==> images/layer_met4.png <==
Scale: 2 px per um.
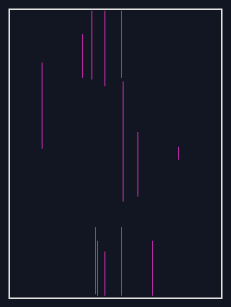
==> images/clk_routes.png <==
Scale: 4 px per um.
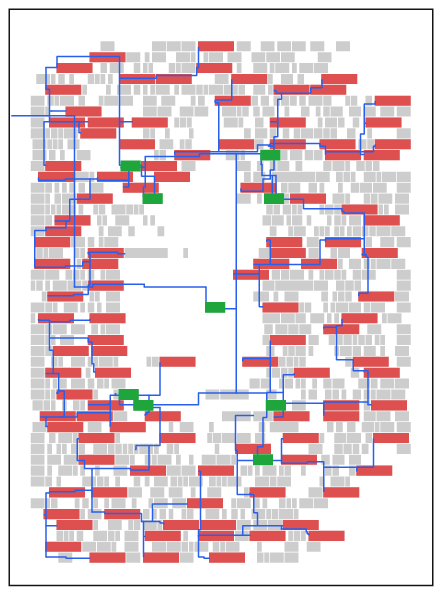
==> images/congestion.png <==
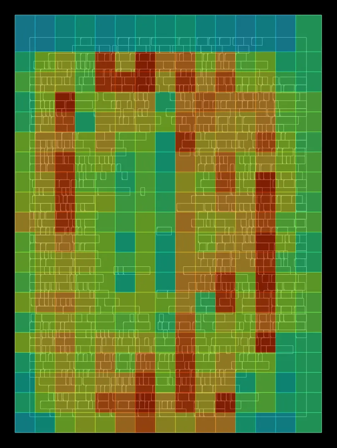
==> images/power_grid.png <==
Scale: 3 px per um. Pins as bars on the die edge.
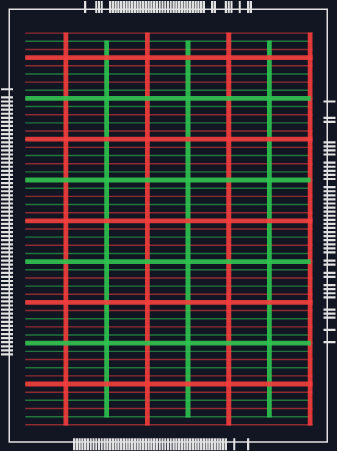
==> images/cell_density.png <==
Scale: 2 px per um. 11 x 14 tiles, from white (low) to dark blue (high), 0 to 100% covered.
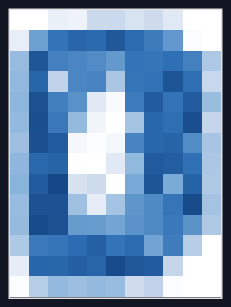
===== src/rtl/wb_initiator.sv =====
// Single-outstanding Wishbone B4 classic initiator: one valid/ready command becomes one
// bus cycle, answered on a valid/ready response port, with a no-ack timeout abort.
module wb_initiator #(
    parameter int TIMEOUT_CYCLES = 16
) (
    input  logic        clk,
    input  logic        rst,
    input  logic        cmd_valid,
    output logic        cmd_ready,
    input  logic        cmd_we,
    input  logic [31:0] cmd_addr,
    input  logic [31:0] cmd_wdata,
    input  logic [3:0]  cmd_sel,
    output logic        rsp_valid,
    input  logic        rsp_ready,
    output logic [31:0] rsp_rdata,
    output logic        rsp_err,
    output logic        wbm_cyc_o,
    output logic        wbm_stb_o,
    output logic        wbm_we_o,
    output logic [31:0] wbm_adr_o,
    output logic [31:0] wbm_dat_o,
    output logic [3:0]  wbm_sel_o,
    input  logic [31:0] wbm_dat_i,
    input  logic        wbm_ack_i
);

    localparam int CNT_W = (TIMEOUT_CYCLES > 0) ? $clog2(TIMEOUT_CYCLES + 1) : 1;
    localparam logic [CNT_W-1:0] CNT_MAX = '1;
    localparam logic [CNT_W-1:0] CNT_LIM = CNT_W'(TIMEOUT_CYCLES);

    typedef enum logic [1:0] {IDLE, BUS, RESP} state_t;

    state_t            state, state_nxt;
    logic [CNT_W-1:0]  cnt, cnt_nxt, cnt_inc;
    logic              expire;
    logic              cyc_nxt, stb_nxt, we_nxt, rsp_valid_nxt, rsp_err_nxt;
    logic [31:0]       adr_nxt, dat_nxt, rsp_rdata_nxt;
    logic [3:0]        sel_nxt;

    assign cmd_ready = (state == IDLE) && !rst;

    // cnt_inc is the number of stb cycles completed at the coming edge
    assign cnt_inc = (cnt == CNT_MAX) ? cnt : cnt + 1'b1;
    assign expire  = (TIMEOUT_CYCLES != 0) && (cnt_inc == CNT_LIM);

    always_comb begin
        state_nxt     = state;
        cnt_nxt       = cnt;
        cyc_nxt       = wbm_cyc_o;
        stb_nxt       = wbm_stb_o;
        we_nxt        = wbm_we_o;
        adr_nxt       = wbm_adr_o;
        dat_nxt       = wbm_dat_o;
        sel_nxt       = wbm_sel_o;
        rsp_valid_nxt = rsp_valid;
        rsp_rdata_nxt = rsp_rdata;
        rsp_err_nxt   = rsp_err;
        unique case (state)
            IDLE: begin
                cnt_nxt = '0;
                if (cmd_valid && cmd_ready) begin
                    cyc_nxt   = 1'b1;
                    stb_nxt   = 1'b1;
                    we_nxt    = cmd_we;
                    adr_nxt   = cmd_addr;
                    dat_nxt   = cmd_wdata;
                    sel_nxt   = cmd_sel;
                    state_nxt = BUS;
                end
            end
            BUS: begin
                cnt_nxt = cnt_inc;
                // ack takes priority over a timeout landing on the same edge
                if (wbm_ack_i || expire) begin
                    cyc_nxt       = 1'b0;
                    stb_nxt       = 1'b0;
                    we_nxt        = 1'b0;
                    adr_nxt       = '0;
                    dat_nxt       = '0;
                    sel_nxt       = '0;
                    rsp_valid_nxt = 1'b1;
                    rsp_err_nxt   = !wbm_ack_i;
                    rsp_rdata_nxt = (wbm_ack_i && !wbm_we_o) ? wbm_dat_i : 32'h0;
                    state_nxt     = RESP;
                end
            end
            RESP: begin
                if (rsp_ready) begin
                    rsp_valid_nxt = 1'b0;
                    rsp_rdata_nxt = '0;
                    rsp_err_nxt   = 1'b0;
                    cnt_nxt       = '0;
                    state_nxt     = IDLE;
                end
            end
            default: state_nxt = IDLE;
        endcase
    end

    always_ff @(posedge clk or posedge rst) begin
        if (rst) begin
            state     <= IDLE;
            cnt       <= '0;
            wbm_cyc_o <= 1'b0;
            wbm_stb_o <= 1'b0;
            wbm_we_o  <= 1'b0;
            wbm_adr_o <= '0;
            wbm_dat_o <= '0;
            wbm_sel_o <= '0;
            rsp_valid <= 1'b0;
            rsp_rdata <= '0;
            rsp_err   <= 1'b0;
        end else begin
            state     <= state_nxt;
            cnt       <= cnt_nxt;
            wbm_cyc_o <= cyc_nxt;
            wbm_stb_o <= stb_nxt;
            wbm_we_o  <= we_nxt;
            wbm_adr_o <= adr_nxt;
            wbm_dat_o <= dat_nxt;
            wbm_sel_o <= sel_nxt;
            rsp_valid <= rsp_valid_nxt;
            rsp_rdata <= rsp_rdata_nxt;
            rsp_err   <= rsp_err_nxt;
        end
    end

endmodule


===== config.mk =====
export PLATFORM = sky130hd
export DESIGN_NAME = wb_initiator
export DESIGN_NICKNAME = d
export VERILOG_FILES = /design/src/rtl/wb_initiator.sv
export SDC_FILE = /design/constraint.sdc
export NUM_CORES = 1
export LEC_CHECK = 0
export CAP_MARGIN = 20
export CORE_ASPECT_RATIO = 1.4
export CORE_MARGIN = 5
export CORE_UTILIZATION = 40
export CTS_BUF_LIST = sky130_fd_sc_hd__clkbuf_8
export DETAILED_ROUTE_END_ITERATION = 7
export GPL_ROUTABILITY_DRIVEN = 0
export GPL_TIMING_DRIVEN = 0
export PLACE_DENSITY = 0.91
export SLEW_MARGIN = 20
export SYNTH_ARGS = -nofsm -noshare
export SYNTH_HDL_FRONTEND = slang
export SYNTH_SLANG_ARGS = --single-unit

===== constraint.sdc =====
create_clock -name clk -period 3.1 [get_ports clk]
set_input_delay 0.31 -clock clk [delete_from_list [all_inputs] [get_ports clk]]
set_output_delay 0.31 -clock clk [all_outputs]
set_load 0.02 [all_outputs]

==> flow_summary.json <==
{
  "antenna_left": 0,
  "p_comb_mw": 4.15,
  "h-tree-depth": 3,
  "top_area_cell": "dfrtp_1",
  "finalMaxSlewViolations": 0,
  "tns_ns": 0,
  "avgSynthCellArea_um2": 8.79,
  "ys_warn_count": 0,
  "drc": 0,
  "p_per_area_nw_per_um2": 1000,
  "yosys_area_um2": 5110,
  "period_minus_slack_ns": 2.65,
  "cp-start-kind": "flop",
  "fp-utilization_pct": 41.1,
  "worst-path-max-fanout": 10,
  "final.fill_count": 1034,
  "top_layer": "met4",
  "fa_ha_area_share_pct": 0.245,
  "cts_resized": 0,
  "period_used_pct": 85.4,
  "aoi_share_pct": 14.9,
  "worst_r2r_startpoint": "cnt[1]",
  "max_cap_violations": 0,
  "ctsHoldBuffers": 0,
  "crit_end": "wbm_dat_o[6]",
  "cts_setup_buffers": 0,
  "crit_start": "cnt[1]",
  "finalSetupViolCount": 0,
  "grt_setup_unrepaired": "false",
  "status": "completed",
  "cp-end-kind": "flop",
  "p_clk_uw": 949,
  "drt-total-wl_um": 16200,
  "grt_pass1_vias": 5260,
  "synth.cell_area_um2": 5110,
  "synth-edff-count": 0,
  "placementRows": 48,
  "pwr-share-seq_pct": 33.8,
  "r2r_slack_ns": 0.45,
  "synth_flops": 111,
  "top_area_share_pct": 54.4,
  "cellLeakagePower_nw": 3.18,
  "area_delta_synth_final_pct": 50.4,
  "synth.area.top_cells": "dfrtp_1 (54%), nand2_1 (13%), nand3_1 (6.4%)",
  "top_regs": "rsp_rdata: 32 flops, wbm_adr_o: 32 flops, wbm_dat_o: 32 flops",
  "dr.first_iter.drc_count": 276,
  "cp_data_arrival_time_ns": 2.88,
  "place_area_um2": 7470,
  "wl_per_cell_um": 16.9,
  "p_int_mw": 4.53,
  "die_h_um": 144,
  "coreArea_um2": 12400,
  "clock-sinks": 111,
  "p_comb_share_pct": 53.9,
  "drt-met1-wl_um": 5970,
  "synth-main-ff-cell": "dfrtp_1",
  "drive_above_1_share_pct": 3.58,
  "portBuffers": 211,
  "warning_count": 26,
  "synthCells": 581,
  "routed_via_density": 5.45,
  "fp_nets": 688,
  "tightest_slew_ns": 0.761,
  "wl_met3_um": 1370,
  "wl_met2_um": 8450,
  "max_freq_mhz": 378,
  "seq_cell_power_mw": 2.60,
  "num_vias": 5235,
  "hold_class": "input port to async pin",
  "grt_max_degree": 33,
  "synthTopLogicFamily": "simple AND/OR/NAND/NOR gates",
  "cts.clk_slew.worst_paths_ns": 0.11,
  "antenna_found_initial": 0,
  "grt_pass1_wl_um": 26200,
  "chipArea_um2": 15200,
  "ys_seq_share_pct": 54.4,
  "die_w_um": 106,
  "xor_share_pct": 0,
  "cts_buffers": 9,
  "stdcell_area_um2": 7680,
  "dr.pass1.iters": 6,
  "synthSimpleGateAreaFrac_pct": 25.6,
  "cts_max_path_buffers": 2,
  "final_nets": 913,
  "n_antenna_cell": 0,
  "cts-root-buf": "clkbuf_8",
  "yosysUniqueCellTypes": 34,
  "criticalPathCategory": "flop to flop",
  "switchingPower_mw": 3.18,
  "grt-ovfl-total": 0,
  "dp_hpwl_um": 12200,
  "swShare_pct": 41.2
}
-- layer_met4.png (at the start) --
share of all routed wire = 2.5%
main direction = vertical
nets with wire on the layer = 13
longest straight run = 59.8 um
wire length on this layer = 411 um

-- clk_routes.png (at the start) --
red -> flip-flops  # count 111
blue -> clock wires  # length 1350 um
green -> clock drivers  # count 9
routed clock nets = 10
Clk network pwr share: 12.3%
Worst Skew: 0.0117 ns
Worst-Skew Late Latency: 0.36 ns

-- congestion.png (at the start) --
Top Usage Layer GRT: met2
Tot GR Track Use: 21.2%
M2 GR Usage: 38.5%
Layout Utilization: 61.8%
M1 GR Usage: 23.8%

-- power_grid.png (at the start) --
red -> VSS
green -> VDD
met1 rails = 49
signal pins = 212
rows = 48
met4 straps = 7

-- cell_density.png (at the start) --
emptiest ninth of the die = middle
tiles over 75% full = 26%
nearly empty tiles = 11%
fullest tile = 90%
mean over tiles = 49%

-- layer usage --
metal	vias up	GRT usage (%)
li1	2468	-
met1	2482	23.8
met2	258	38.5
met3	27	6.34
met4	0	7.23
met5	-	0
-- per-stage QoR --
step           worst slack, ns  total power, mW  instances  hold slack (ns)
3_3_place_gp             0.278             6.67        942            0.460
2_1_floorplan            0.931             4.75        581            0.417
6_report                 0.452             7.70        960            0.361
5_1_grt                  0.285             8.20        960            0.384
4_1_cts                  0.397             7.74        960            0.356
3_5_place_dp             0.412             6.78        945            0.470
-- critical path, cell delays in order (launching register included) --
cell and delay (ns):
dfrtp_1 0.45, ha_1 0.25, or4b_1 0.47, buf_2 0.18, and2_4 0.18, a221oi_4 0.52, clkbuf_2 0.32, o21ai_0 0.14
-- placed cells by master (no fill, tap or decap), types with 3 or more instances in the layout --
cell type	count
and3_1	32
nor2_1	5
a21o_1	3
inv_1	5
clkbuf_1	43
a21oi_1	3
clkbuf_8	10
o21ai_0	62
clkdlybuf4s50_1	211
o21ai_1	10
a32oi_1	32
clkbuf_2	6
nand2_1	176
buf_12	3
nand3_1	65
nor2b_1	4
dfrtp_1	111
-- cell type report --
cell class / count / area, um^2 / share of cell area [%]
clock buffers: 10 / 138 / 1.79
well taps: 150 / 188 / 2.44
clock inverters: 5 / 75.1 / 0.977
repair buffers: 214 / 2170 / 28.3
multi-input cells: 414 / 2100 / 27.4
inverters: 4 / 18.8 / 0.244
plain buffers: 52 / 211 / 2.75
flip-flops and latches: 111 / 2780 / 36.1
-- cells in the mapped netlist (all sizes together), types with 3 or more instances --
cell type,n
nor2,5
inv,4
buf,3
o21ai,72
and3,32
clkbuf,49
a21oi,3
nand2,176
a21o,3
nand3,65
nor2b,4
dfrtp,111
a32oi,32
Power figures rest on the tool's default switching activity, not on a simulated workload.
